Fig. 1: run 1, clock wires, drivers and flops
Drawn at 6 px/micron.
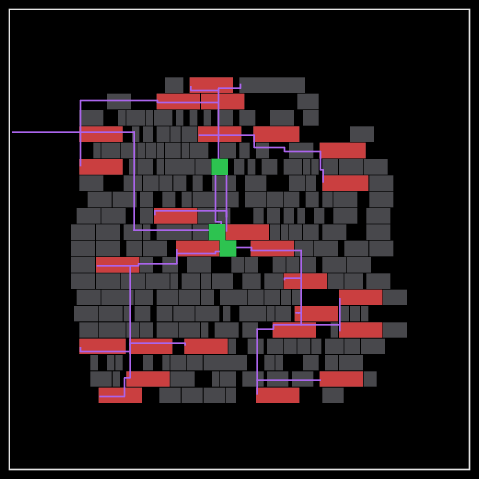
Fig. 2: run 1, nets reached from selected ports
Drawn at 6 px/micron.
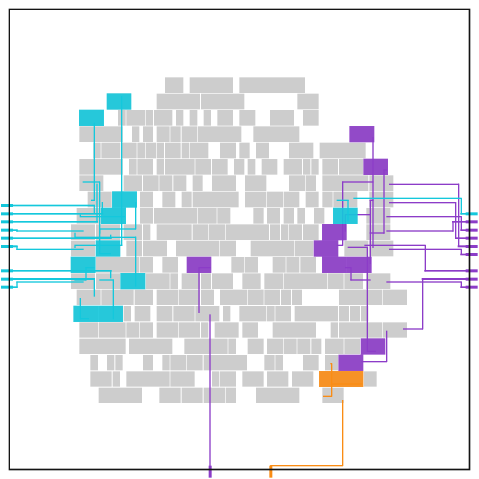
Fig. 3: run 1, the metal 3 layer
Drawn at 4 px/micron.
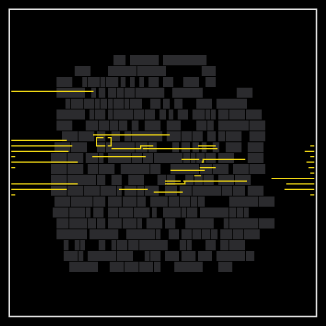
==> config.mk <==
export PLATFORM = sky130hd
export DESIGN_NAME = fb_scanout_flat
export DESIGN_NICKNAME = d
export VERILOG_FILES = /design/src/rtl/vga_pkg.sv /design/src/rtl/fb_scanout_if.sv /design/src/rtl/vga_timing.sv /design/src/rtl/fb_scanout.sv /design/src/flat_wrapper.sv
export SDC_FILE = /design/constraint.sdc
export NUM_CORES = 1
export LEC_CHECK = 0
export CAP_MARGIN = 25
export CORE_MARGIN = 10
export CORE_UTILIZATION = 46
export CTS_CLUSTER_DIAMETER = 80
export DETAILED_ROUTE_END_ITERATION = 8
export HOLD_SLACK_MARGIN = 0.12
export PLACE_DENSITY = 0.76
export SYNTH_ARGS = -nofsm -noshare
export SYNTH_HDL_FRONTEND = slang
export SYNTH_HIERARCHICAL = 1
export SYNTH_SLANG_ARGS = --single-unit
==> constraint.sdc <==
create_clock -name clk -period 1.8 [get_ports clk]
set_input_delay 0.36 -clock clk [delete_from_list [all_inputs] [get_ports clk]]
set_output_delay 0.36 -clock clk [all_outputs]
set_load 0.01 [all_outputs]
==> CHANGELOG.md, run 1 <==
### Changed

* Maximum vdd drop at approximately 0.27 mV
* CTS tree: built
* YS warnings at 6
* CTS Root Cell: clkbuf_4
* Crit. End Element: output pin
* Die X at 76.46 microns
* Initial antenna violation count at 0
* Actual slew at the worst max-slew pin at 0.3337 ns
* Tool warning count at 31
* N_diodes at 0
* Yosys cell count at ~170
* RSZ-0062 raised after global routing: true
* Comb gates at between 100 and 150
* P per Cell Area at between 400 and 500 nW/um^2
* DRC marker count from the first detailed-route iteration at 148
* Hold Crit Class: reg -> reg
* Mapped Nets at around 180
* Core Region at a little over 3000 sq um
* Register share after synthesis at a little over a third
* EDFF count, synth at 0
* Buffering overhead at a little over a quarter
* Sequential share of cell area at 23.48%
* Well tap count at around 44
* Post-CTS Resized at between 90 and 100
* GPL Wtd Cong at about 0.9
* Top cells, area: dfxtp_1 (35%), and3_1 (9.4%), xnor2_1 (4.8%), nor2_1 (4.4%), nand4_1 (3.8%)
* Logic area at 999.7 sq um
* Flops at 26
* Signal inverters at 5
* Flop-to-flop setup slack at approximately 0.090 ns
* Per-cell routed wire length at 16.32 microns
* Synthesized area per cell at 8.428 sq um
* HPWL Detailed at between 3000 and 4000 microns
* First-pass GRT wire length at 7134 microns
* Top cell type's share of synthesized area at 35.49%
* Final Util at ~73%
* WHS at between 0.5 and 0.6 ns
* Multi-input logic portion of the cell area at ~45%
* CTS max path bufs at 2
* Post-synthesis instance total at 174
* Kind of critical path: reg -> out
* Buffers, non-clock at a little over 60
* Post-CTS setup buffers at 1
* DR pass1 iterations at 4
* P&R area growth vs syn at 52.65%
* Rel. slew slack at ~78%
* Largest cell class by area: logic gates
* Nets at 241
* CP required at 1.44 ns
* Largest area contributor in the netlist: dfxtp_1
* Clock H-tree levels at 1
* Final setup violation count at 20
* Flop area at around 530 sq um
* Clock skew after layout at about 0.014 ns
* Final clock-cell share at about 2.3%
* Synthesized area at 1466 sq um
* Fmax achieved at 514.3 MHz
* Post-route antenna net violation count at 0
* Vias in the first global route at 1515
* Yosys stat area at 1466 sq um
* Clock Sinks at 26
* Rows at 20
* Chip area at 5846 sq um
* Layout filler cell count at approximately 240
* Share of layout cells above drive strength 1 at between 40% and 50%
* Path depth of the worst reg2reg path at 7
* Clock buf count at 3
* WP data arrival at around 1.6 ns
* Setup ws final at -0.1444 ns
* DRC Markers at 0
* Total CTS buffers at 3
* Worst setup SP type: register
* Final min period at ~2 ns
* Outcome: complete, but fails checks
* GR Overflow Total at 0
* Commonest Layout Cell: buf_4
* Largest net degree at the start of global routing at 16
* Failing checks: negative setup slack
* Fin. Hold Viols at 0
* Most used flip-flop cell: dfxtp_1
* Leakage at 0.8657 nW
* Worst Path Max Fanout at 6
* Library cells used by synthesis at 38
* Die Ht at between 70 and 80 microns
* Tcrit/Tclk final at 108.0%
* Hold Path Stages at 2
* Post-synth ARST share at 0%
* Total GRT Usage at 14.07%
* Clk slew on worst S/H paths at 0.16 ns
* Count of maximum capacitance violations at 0
* Ys flops at 26
* Vias per cell at ~5.5
* Fp_density at 48.03%
* Post-cts hold buffer count at 0
* Slew Viols, Final at 0
* Commonest cells after routing, fill and taps aside: buf_4 (26), buf_6 (25), dfxtp_1 (22), and3_4 (21), nor2_1 (17)
Notes on Fig. 1 above:
Red shows flip-flops, count 26. Purple shows clock wires, length 313 microns. Green shows clock drivers, count 3.
There are 4 routed clock nets.
clock insertion delay at the later pin of the skew report: 0.32 ns
Clk power: 0.404 mW

Notes on Fig. 2 above:
Orange shows bus_vga_blank_n, bits 1, direction output, edge south, end cells 1, wire 35.0 microns. Purple shows bus_rd_y, bits 9, direction output, edge 8 east, 1 south, end cells 9, wire 277 microns. Cyan shows bus_rd_x, bits 10, direction output, edge 9 west, 1 east, end cells 10, wire 285 microns.
io pins: 30
count of input and output buffers: 29

Notes on Fig. 3 above:
The wires run mostly horizontal. The layer carries 285 microns of wire. 35 nets have wire on it. The layer holds 6.3% of the routed length. The longest straight run is 20.2 microns.
Vias: 1512
global-route met3 utilization: 3.066%
total wire length: 4489 microns

## run 1: Yosys cell counts, types with 2 or more instances
cell type / number
a21boi_0: 2
a21oi_1: 4
and2_1: 3
and3_1: 22
and3_2: 2
and3b_1: 2
and4_1: 2
buf_2: 5
buf_6: 2
dfxtp_1: 26
ha_1: 4
inv_1: 5
mux2i_1: 3
nand2_1: 12
nand2b_1: 2
nand3_1: 5
nand4_1: 9
nor2_1: 17
nor3_1: 4
nor4_1: 2
o21ai_0: 7
o21ai_1: 4
or3_1: 5
xnor2_1: 8
xor2_1: 4
## run 1: logic make-up after synthesis
group / synth area share [%]
adders and majority gates: 3.413
and+or+nand+nor: 39.08
AOI/OAI and AO/OA: 8.020
buffers and inverters: 4.778
DFF: 35.49
xor gates and xnor gates: 7.167
muxes: 2.048
## run 1: through the flow
stage	TNS, ns	setup slack (ns)	total power [mW]	instances	cell area, sq um
2_1_floorplan	0	0.09173	0.6279	174	1466
3_3_place_gp	-3.417	-0.1649	0.6644	268	1991
3_5_place_dp	-4.696	-0.2023	0.6667	268	1991
4_1_cts	-2.331	-0.1309	1.068	273	1998
5_1_grt	-4.302	-0.2263	1.111	275	2238
6_report	-2.744	-0.1444	1.066	275	2238
## run 1: where the power goes
part / leakage [nW] / switching [mW] / internal [mW]
sequential: 0.212 / 0.00439 / 0.580
clock: 0.0279 / 0.179 / 0.225
combinational: 0.626 / 0.0365 / 0.0402
## run 1: worst max-delay path: stages (launching register included)
cell	delay [ns]
dfxtp_2	0.36
and3_4	0.18
nand2_2	0.05
and3b_2	0.25
buf_6	0.15
and3_4	0.16
buf_6	0.11
## run 1: metal layers
layer	up-vias	track usage (%)	share of wire, %
met3	2	3.066	6.3
met4	0	4.647	0.36
met5	-	0	0
met1	722	16.89	43
li1	735	-	-
met2	53	24.06	51
==> inputs of run 2 (changes only) <==
--- a/config.mk
+++ b/config.mk
@@ -6,7 +6,7 @@
 export NUM_CORES = 1
 export LEC_CHECK = 0
 export CAP_MARGIN = 25
-export CORE_MARGIN = 10
+export CORE_MARGIN = 2
 export CORE_UTILIZATION = 46
 export CTS_CLUSTER_DIAMETER = 80
 export DETAILED_ROUTE_END_ITERATION = 8
Fig. 4: run 2, nets reached from selected ports
Drawn at 8 px/micron.
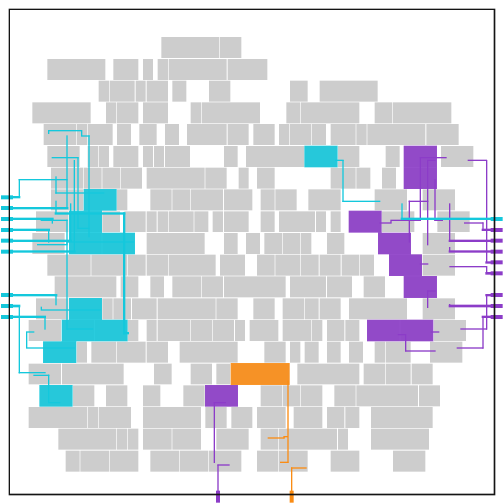

Fig. 5: run 2, the metal 3 layer
Drawn at 6 px/micron.
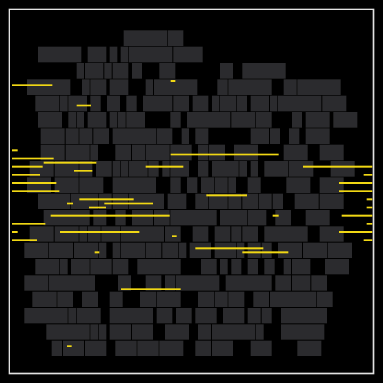
The wires run mostly horizontal. The longest straight run is 19.5 microns. The layer holds 5.1% of the routed length. 34 nets have wire on it.
global-route met3 utilization: 3.838%
total wire length: 4112 microns
Vias: 1487

Fig. 6: run 2, the clock network
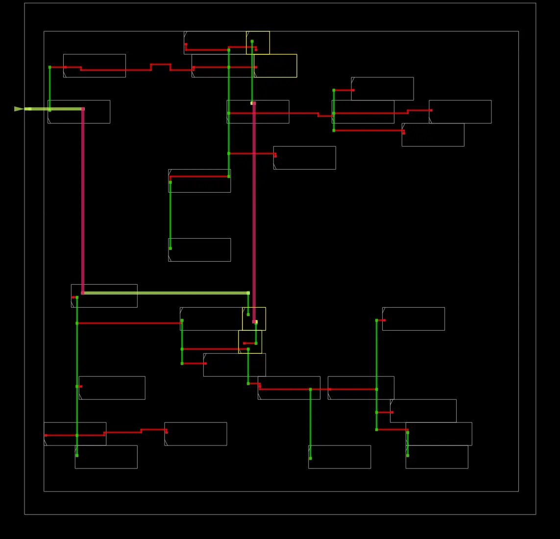
total CTS buffers: 3
Clock Sinks: 26
clock skew after layout: 0.0008521 ns
Flops: 26

==> CHANGELOG.md, run 2 <==
### Changed

* Failing checks: negative setup slack
* Commonest cells after routing, fill and taps aside: buf_4 (27), buf_6 (24), dfxtp_1 (21), and3_4 (20), nor2_1 (17)
* Outcome: complete, but fails checks
* Nets at 240 (-0.41%)
* Total GRT Usage at 24.47% (+10 points)
* Library cells used by synthesis at 38 (unchanged)
* Per-cell routed wire length at 15.01 microns (-8.1%)
* Mapped Nets at 183 (unchanged)
* Largest net degree at the start of global routing at 15 (-1)
* N_diodes at 0 (unchanged)
* Fin area at 2190 sq um (-2.2%)
* CTS tree: built
* Tool warning count at 31 (unchanged)
* Initial antenna violation count at 0 (unchanged)
* Share of layout cells above drive strength 1 at 40.43% (-1.1 points)
* Die X at 60.46 microns (-21%)
* Count of input and output buffers at 29 (unchanged)
* Clock H-tree levels at 1 (unchanged)
* Final clock-cell share at 1.657% (-0.69 points)
* Kind of critical path: reg -> out
* Well tap count at 44 (unchanged)
* Synthesized area per cell at 8.428 sq um (unchanged)
* Core Region at 3053 sq um (unchanged)
* Maximum vdd drop at 0.3252 mV (+21%)
* Io pins at 30 (unchanged)
* Comb gates at 135 (unchanged)
* CP required at 1.44 ns (about the same)
* Most used flip-flop cell: dfxtp_1
* Count of maximum capacitance violations at 0 (unchanged)
* Tcrit/Tclk final at 110.4% (+2.4 points)
* Slew Viols, Final at 0 (unchanged)
* Ys flops at 26 (unchanged)
* Flop-to-flop setup slack at 0.09 ns (about the same)
* Path depth of the worst reg2reg path at 4 (-3)
* DRC marker count from the first detailed-route iteration at 85 (-43%)
* Fin. Hold Viols at 0 (unchanged)
* P per Cell Area at 436.9 nW/um^2 (-8.2%)
* RSZ-0062 raised after global routing: true
* Post-route antenna net violation count at 0 (unchanged)
* WHS at 0.4987 ns (-0.002319 ns)
* Synthesized area at 1466 sq um (unchanged)
* Hold Path Stages at 2 (unchanged)
* Vias per cell at 5.427 (-1.3%)
* Setup ws final at -0.1869 ns (-0.04253 ns)
* YS warnings at 6 (unchanged)
* Fmax achieved at 503.3 MHz (-2.1%)
* Clk slew on worst S/H paths at 0.14 ns (-0.02 ns)
* HPWL Detailed at 2790 microns (-12%)
* Buffers, non-clock at 60 (-1.6%)
* Vias in the first global route at 1460 (-3.6%)
* Leakage at 0.8654 nW (about the same)
* P&R area growth vs syn at 49.32%
* Commonest cells post-synth: dfxtp_1 (26), and3_1 (22), nor2_1 (17)
* GPL Wtd Cong at 0.9671 (+7.9%)
* Layout filler cell count at 248 (+4.2%)
* Post-synthesis instance total at 174 (unchanged)
* Fp_density at 48.03% (unchanged)
* Flop area at 526.8 sq um (+0.24%)
* Sequential share of cell area at 24.06% (+0.58 points)
* Dominant cell by count in the synthesized netlist: dfxtp_1
* Commonest Layout Cell: buf_4
* Worst Path Max Fanout at 6 (unchanged)
* Clock insertion delay at the later pin of the skew report at 0.32 ns (about the same)
* Largest area contributor in the netlist: dfxtp_1
* Placement Cell Area at 1963 sq um (-1.4%)
* Yosys cell count at 174 (unchanged)
* First-pass GRT wire length at 6699 microns (-6.1%)
* Multi-input logic portion of the cell area at 45.20% (+0.54 points)
* Clock buf count at 4 (+1)
* Dpl ws at -0.2414 ns (-0.03908 ns)
* WP data arrival at 1.63 ns (+0.05 ns)
* Top cells, area: dfxtp_1 (35%), and3_1 (9.4%), xnor2_1 (4.8%), nor2_1 (4.4%), nand4_1 (3.8%)
* Post-synth ARST share at 0% (unchanged)
* DR pass1 iterations at 4 (unchanged)
* Final min period at 1.987 ns (+0.04253 ns)
* CTS Root Cell: clkbuf_4
* Top cell type's share of synthesized area at 35.49% (unchanged)
* Buffering overhead at 25.71% (-0.50 points)
* GR Overflow Total at 0 (unchanged)
* EDFF count, synth at 0 (unchanged)
* Largest cell class by area: logic gates
* Crit. End Element: output pin
* Chip area at 3655 sq um (-37%)
* Signal inverters at 5 (unchanged)
* Final setup violation count at 20 (unchanged)
* Worst setup SP type: register
* Logic area at 989.7 sq um (-1.0%)
* Rows at 20 (unchanged)
* DRC Markers at 0 (unchanged)
* Hold Crit Class: reg -> reg
* Yosys stat area at 1466 sq um (unchanged)
* Actual slew at the worst max-slew pin at 0.3356 ns (+0.001839 ns)
* Rel. slew slack at 77.60% (about the same)
-- run 2: cell types whose count changed in the layout (fill, tap and decap cells not counted), sizes merged --
cell    before  now
bufinv       1    0
buf         52   51
clkbuf       3    4
-- run 2: power by group --
group | internal, mW | total, mW | switching (mW) | leakage (nW)
Combinational | 0.0352 | 0.0715 | 0.0363 | 0.632
Clock | 0.124 | 0.300 | 0.176 | 0.0210
Sequential | 0.580 | 0.585 | 0.00484 | 0.212
Total | 0.739 | 0.957 | 0.217 | 0.865
-- run 2: kinds of logic after synthesis --
| group | count (synthesis) | synth area share [%] |
|---|---|---|
| XOR/XNOR | 12 | 7.167 |
| AND/OR/NAND/NOR | 96 | 39.08 |
| flip-flops | 26 | 35.49 |
| multiplexers | 3 | 2.048 |
| adder cells (fa/ha/maj) | 4 | 3.413 |
| AND-OR/OR-AND | 20 | 8.020 |
| buffers and inverters | 13 | 4.778 |
-- run 2: metrics by stage --
step | power, mW | util [%] | cells
after floorplan | 0.6279 | - | 174
after global placement | 0.6582 | 64.30 | 266
after detailed placement | 0.6613 | 64.30 | 266
after CTS | 0.9621 | 70.12 | 273
after global routing | 0.9913 | 71.72 | 274
final | 0.9567 | 71.72 | 274
-- run 2: routing by layer --
metal  track usage, %  part of all wire [%]  up-vias
met3            3.838                   5.1       12
met2            42.39                    49       51
li1                 -                     -      728
met4            12.11                   2.7        0
met5                0                     0        -
met1            29.49                    43      696
-- run 2: what timing repair did --
action	in CTS	in global routing
gates resized	125	10
setup buffers	1	1
cloned	2	0
hold buffers	0	0
setup endpoints to repair	20	29
pin swaps	3	0
-- run 2: worst max-delay path, stage by stage (launching register included) --
cell and delay, ns:
dfxtp_2 0.35, and3_4 0.21, nand2_4 0.05, and3b_2 0.25, buf_6 0.15, and3_4 0.17
buf_6 0.11
Power figures rest on the tool's default switching activity, not on a simulated workload.
